**src/rtl/spi_target_pkg.sv**
```systemverilog
// Shared types, register map and command-byte layout for the SPI target.
package spi_target_pkg;

  localparam int unsigned ADDR_W    = 2;
  localparam int unsigned BYTE_W    = 8;
  localparam int unsigned BIT_CNT_W = 3;
  localparam int unsigned TEMP_W    = 16;

  typedef enum logic [1:0] {
    IDLE = 2'd0,
    CMD  = 2'd1,
    RD   = 2'd2,
    WR   = 2'd3
  } state_t;

  localparam logic [ADDR_W-1:0] ADDR_TEMP_HI = 2'd0;
  localparam logic [ADDR_W-1:0] ADDR_TEMP_LO = 2'd1;
  localparam logic [ADDR_W-1:0] ADDR_CFG0    = 2'd2;
  localparam logic [ADDR_W-1:0] ADDR_CFG1    = 2'd3;

  localparam int unsigned CMD_RW_BIT   = 7;
  localparam int unsigned CMD_ADDR_MSB = 1;
  localparam int unsigned CMD_ADDR_LSB = 0;

  // Register-map read mux.
  function automatic logic [BYTE_W-1:0] reg_read(
    input logic [ADDR_W-1:0] addr,
    input logic [TEMP_W-1:0] snap,
    input logic [BYTE_W-1:0] c0,
    input logic [BYTE_W-1:0] c1
  );
    logic [BYTE_W-1:0] val;
    val = '0;
    case (addr)
      ADDR_TEMP_HI: val = snap[TEMP_W-1:BYTE_W];
      ADDR_TEMP_LO: val = snap[BYTE_W-1:0];
      ADDR_CFG0:    val = c0;
      ADDR_CFG1:    val = c1;
      default:      val = '0;
    endcase
    return val;
  endfunction

endpackage

```
**src/rtl/spi_target_sync.sv**
```systemverilog
// Synchronises sck/cs/mosi into clk_in and derives sck and cs edges.
module spi_sync #(
  parameter int unsigned SYNC_STAGES = 2
) (
  input  logic clk_in,
  input  logic rst_in,
  input  logic sck,
  input  logic cs,
  input  logic mosi,
  output logic sck_rise_c,
  output logic sck_fall_c,
  output logic cs_fall_c,
  output logic cs_rise_c,
  output logic cs_level_c,
  output logic mosi_level_c
);

  logic [SYNC_STAGES-1:0] sck_q;
  logic [SYNC_STAGES-1:0] cs_q;
  logic [SYNC_STAGES-1:0] mosi_q;
  logic                   sck_prev;
  logic                   cs_prev;

  // Shift chains plus one extra sample of sck/cs for edge detection.
  always_ff @(posedge clk_in or posedge rst_in) begin
    if (rst_in) begin
      sck_q    <= '1;
      cs_q     <= '1;
      mosi_q   <= '0;
      sck_prev <= 1'b1;
      cs_prev  <= 1'b1;
    end else begin
      sck_q    <= {sck_q[SYNC_STAGES-2:0], sck};
      cs_q     <= {cs_q[SYNC_STAGES-2:0], cs};
      mosi_q   <= {mosi_q[SYNC_STAGES-2:0], mosi};
      sck_prev <= sck_q[SYNC_STAGES-1];
      cs_prev  <= cs_q[SYNC_STAGES-1];
    end
  end

  assign sck_rise_c   =  sck_q[SYNC_STAGES-1] & ~sck_prev;
  assign sck_fall_c   = ~sck_q[SYNC_STAGES-1] &  sck_prev;
  assign cs_fall_c    = ~cs_q[SYNC_STAGES-1]  &  cs_prev;
  assign cs_rise_c    =  cs_q[SYNC_STAGES-1]  & ~cs_prev;
  assign cs_level_c   =  cs_q[SYNC_STAGES-1];
  assign mosi_level_c =  mosi_q[SYNC_STAGES-1];

endmodule

```
**src/rtl/spi_target.sv**
```systemverilog
// Mode-3 SPI target exposing a temperature snapshot and two config registers.
module spi_target
  import spi_target_pkg::*;
#(
  parameter int unsigned       SYNC_STAGES = 2,
  parameter logic [BYTE_W-1:0] CFG0_RESET  = 8'h00,
  parameter logic [BYTE_W-1:0] CFG1_RESET  = 8'h00
) (
  input  logic              clk_in,
  input  logic              rst_in,
  input  logic              sck,
  input  logic              cs,
  input  logic              mosi,
  output logic              miso,
  output logic              miso_oe,
  input  logic [TEMP_W-1:0] temp_in,
  output logic [BYTE_W-1:0] cfg0,
  output logic [BYTE_W-1:0] cfg1,
  output logic              wr_strobe,
  output logic              abort
);

  logic sck_rise;
  logic sck_fall;
  logic cs_fall;
  logic cs_rise;
  logic cs_level;
  logic mosi_level;

  state_t                 state;
  logic [BIT_CNT_W-1:0]   bit_cnt;
  logic [BYTE_W-1:0]      shift_in;
  logic [BYTE_W-1:0]      shift_out;
  logic [ADDR_W-1:0]      addr;
  logic [TEMP_W-1:0]      temp_snap;

  logic [BYTE_W-1:0]      rx_byte;
  logic [ADDR_W-1:0]      cmd_addr;
  logic                   byte_done;
  logic                   partial;

  spi_sync #(
    .SYNC_STAGES (SYNC_STAGES)
  ) u_sync (
    .clk_in       (clk_in),
    .rst_in       (rst_in),
    .sck          (sck),
    .cs           (cs),
    .mosi         (mosi),
    .sck_rise_c   (sck_rise),
    .sck_fall_c   (sck_fall),
    .cs_fall_c    (cs_fall),
    .cs_rise_c    (cs_rise),
    .cs_level_c   (cs_level),
    .mosi_level_c (mosi_level)
  );

  assign rx_byte   = {shift_in[BYTE_W-2:0], mosi_level};
  assign cmd_addr  = rx_byte[CMD_ADDR_MSB:CMD_ADDR_LSB];
  assign byte_done = sck_rise && (bit_cnt == BIT_CNT_W'(7));
  // A cs rise with bits pending (including one arriving this cycle) loses a byte.
  assign partial   = ((bit_cnt != '0) || sck_rise) && !byte_done;

  // Transaction FSM with shifters, register file and strobes.
  always_ff @(posedge clk_in or posedge rst_in) begin
    if (rst_in) begin
      state     <= IDLE;
      bit_cnt   <= '0;
      shift_in  <= '0;
      shift_out <= '0;
      addr      <= '0;
      temp_snap <= '0;
      miso      <= 1'b0;
      miso_oe   <= 1'b0;
      cfg0      <= CFG0_RESET;
      cfg1      <= CFG1_RESET;
      wr_strobe <= 1'b0;
      abort     <= 1'b0;
    end else begin
      wr_strobe <= 1'b0;
      abort     <= 1'b0;
      miso_oe   <= ~cs_level;

      if (cs_fall) begin
        state     <= CMD;
        bit_cnt   <= '0;
        shift_in  <= '0;
        shift_out <= '0;
        temp_snap <= temp_in;
        miso      <= 1'b0;
      end else if (state != IDLE) begin
        if (sck_rise) begin
          shift_in <= rx_byte;
          bit_cnt  <= bit_cnt + BIT_CNT_W'(1);
        end

        if (sck_fall) begin
          if (state == RD) begin
            miso      <= shift_out[BYTE_W-1];
            shift_out <= {shift_out[BYTE_W-2:0], 1'b0};
          end else begin
            miso <= 1'b0;
          end
        end

        if (byte_done) begin
          case (state)
            CMD: begin
              if (rx_byte[CMD_RW_BIT]) begin
                state     <= RD;
                shift_out <= reg_read(cmd_addr, temp_snap, cfg0, cfg1);
                addr      <= cmd_addr + ADDR_W'(1);
              end else begin
                state <= WR;
                addr  <= cmd_addr;
              end
            end
            RD: begin
              shift_out <= reg_read(addr, temp_snap, cfg0, cfg1);
              addr      <= addr + ADDR_W'(1);
            end
            WR: begin
              // Temperature bytes are read-only; writes to them vanish.
              if (addr == ADDR_CFG0) begin
                cfg0      <= rx_byte;
                wr_strobe <= 1'b1;
              end else if (addr == ADDR_CFG1) begin
                cfg1      <= rx_byte;
                wr_strobe <= 1'b1;
              end
              addr <= addr + ADDR_W'(1);
            end
            default: ;
          endcase
        end

        // End of transaction wins over any state change above.
        if (cs_rise) begin
          state   <= IDLE;
          bit_cnt <= '0;
          miso    <= 1'b0;
          if (partial) abort <= 1'b1;
        end
      end else begin
        miso <= 1'b0;
      end
    end
  end

endmodule

```
**config.mk**
```make
export PLATFORM = sky130hd
export DESIGN_NAME = spi_target
export DESIGN_NICKNAME = d
export VERILOG_FILES = /design/src/rtl/spi_target_pkg.sv /design/src/rtl/spi_target_sync.sv /design/src/rtl/spi_target.sv
export SDC_FILE = /design/constraint.sdc
export NUM_CORES = 1
export LEC_CHECK = 0
export CORE_MARGIN = 4
export CORE_UTILIZATION = 45
export CTS_BUF_LIST = sky130_fd_sc_hd__clkbuf_8
export DETAILED_ROUTE_END_ITERATION = 12
export PLACE_DENSITY_LB_ADDON = 0.2
export SYNTH_ARGS = -nofsm -noshare
export SYNTH_HDL_FRONTEND = slang
export SYNTH_HIERARCHICAL = 1
export SYNTH_SLANG_ARGS = --single-unit
```
**constraint.sdc**
```tcl
create_clock -name clk_in -period 3.78 [get_ports clk_in]
set_input_delay 0.945 -clock clk_in [delete_from_list [all_inputs] [get_ports clk_in]]
set_output_delay 0.945 -clock clk_in [all_outputs]
set_load 0.01 [all_outputs]
```
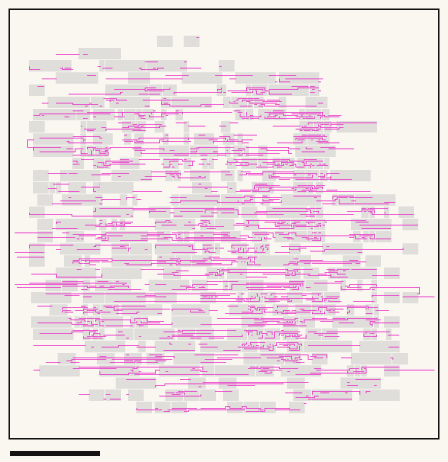
layer_met1.png
Scale bar: 20 um. Cells faint in the background.
wire length on this layer: 3730 um
main direction: horizontal
share of all routed wire: 47%
nets with wire on the layer: 343

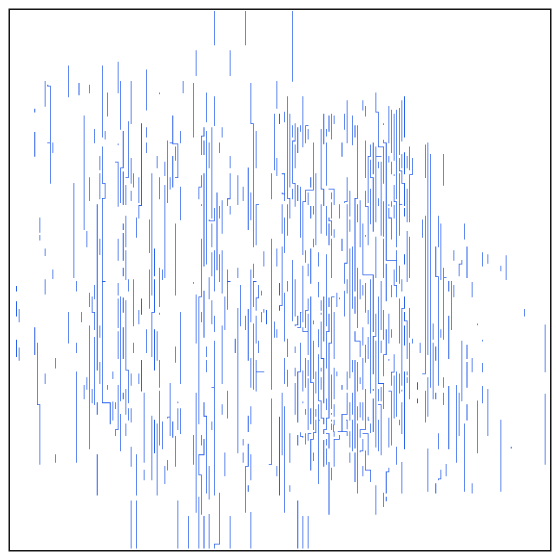
layer_met2.png
main direction: vertical
share of all routed wire: 44%
longest straight run: 41.1 um

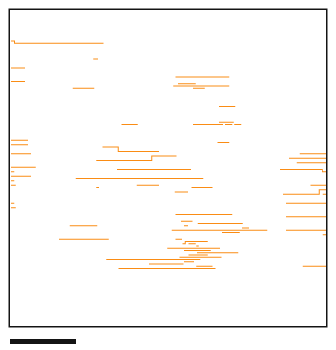
layer_met3.png
Scale bar: 20 um.
share of all routed wire: 7.5%
main direction: horizontal

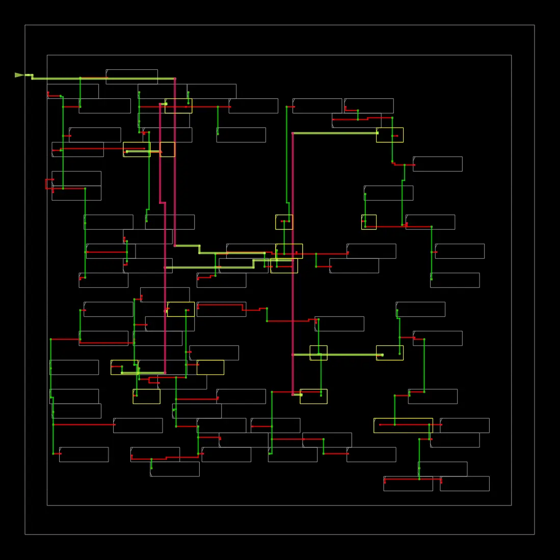
clocks.png
clk sink count: 66
clk latency late pin: 350 ps
# clk buffers: 11

==> results.py <==
# Metrics from the implementation run
metrics = {
    "status": {
        "status": "completed",
    },
    "layout": {
        "bufAreaShareNonClock": 0.101,
        "seq-cell-share": 0.405,
        "comb_cells": 202,
    },
    "cts": {
        "htreeDepth": 3,
        "cts.repair.resized": 0,
        "path_clk_slew_ps": 70,
    },
    "floorplan": {
        "io_pins": 41,
        "die.size.y_um": 95.4,
        "rows": 31,
        "fp_util": 0.469,
        "dieArea_mm2": 0.00910,
    },
    "placement": {
        "dp_hpwl_um": 5620,
        "gp_congestion": 0.861,
        "io_buffers": 40,
    },
    "yosys": {
        "top_logic_kind": "AND-OR/OR-AND gates",
        "simple_gate_share": 0.0950,
        "ys_sh_adder": 0.0546,
    },
    "grt": {
        "grt_antenna_before_repair": 0,
        "met1_usage": 0.277,
        "use_met3": 0.0497,
        "grt-ovfl-total": 0,
        "grt_pass1_wl_um": 13200,
    },
    "setup_path": {
        "crit_buf_inv": 1,
        "cp_slowest_cell": "ha_1",
        "critPathKind": "register to register",
    },
    "pwr": {
        "power_leader": "sequential cells",
        "p_clk_frac": 0.396,
        "power_frac_seq": 0.490,
        "pwr-share-comb": 0.114,
    },
    "sta": {
        "clock_skew_ps": 8.86,
        "setup_viol": 0,
        "tightest_slew_ps": 871,
        "hold_violations": 0,
    },
    "job": {
        "tool_warnings": 36,
    },
    "min_path": {
        "min_path_type": "register to register",
    },
}
path summary, 6_finish.rpt:
check / from / endpoint / slack, ps / depth (start not counted)
max reg2reg: state[0] / cfg0[3] / 1400 / 6
min in group asynchronous: rst_in / u_sync/mosi_q[1] / 880 / 2
max in group asynchronous: rst_in / cfg0[6] / 2120 / 3
max: state[0] / cfg0[3] / 1400 / 6
min: u_sync/mosi_q[0] / u_sync/mosi_q[1] / 350 / 0
min reg2reg: u_sync/mosi_q[0] / u_sync/mosi_q[1] / 350 / 0
metrics by stage:
step                 util  area [um2]
floorplan               -        3440
finish              0.559        4100
detailed placement  0.530        3880
global placement    0.530        3880
CTS                 0.559        4100
global route        0.559        4100
Power figures rest on the tool's default switching activity, not on a simulated workload.
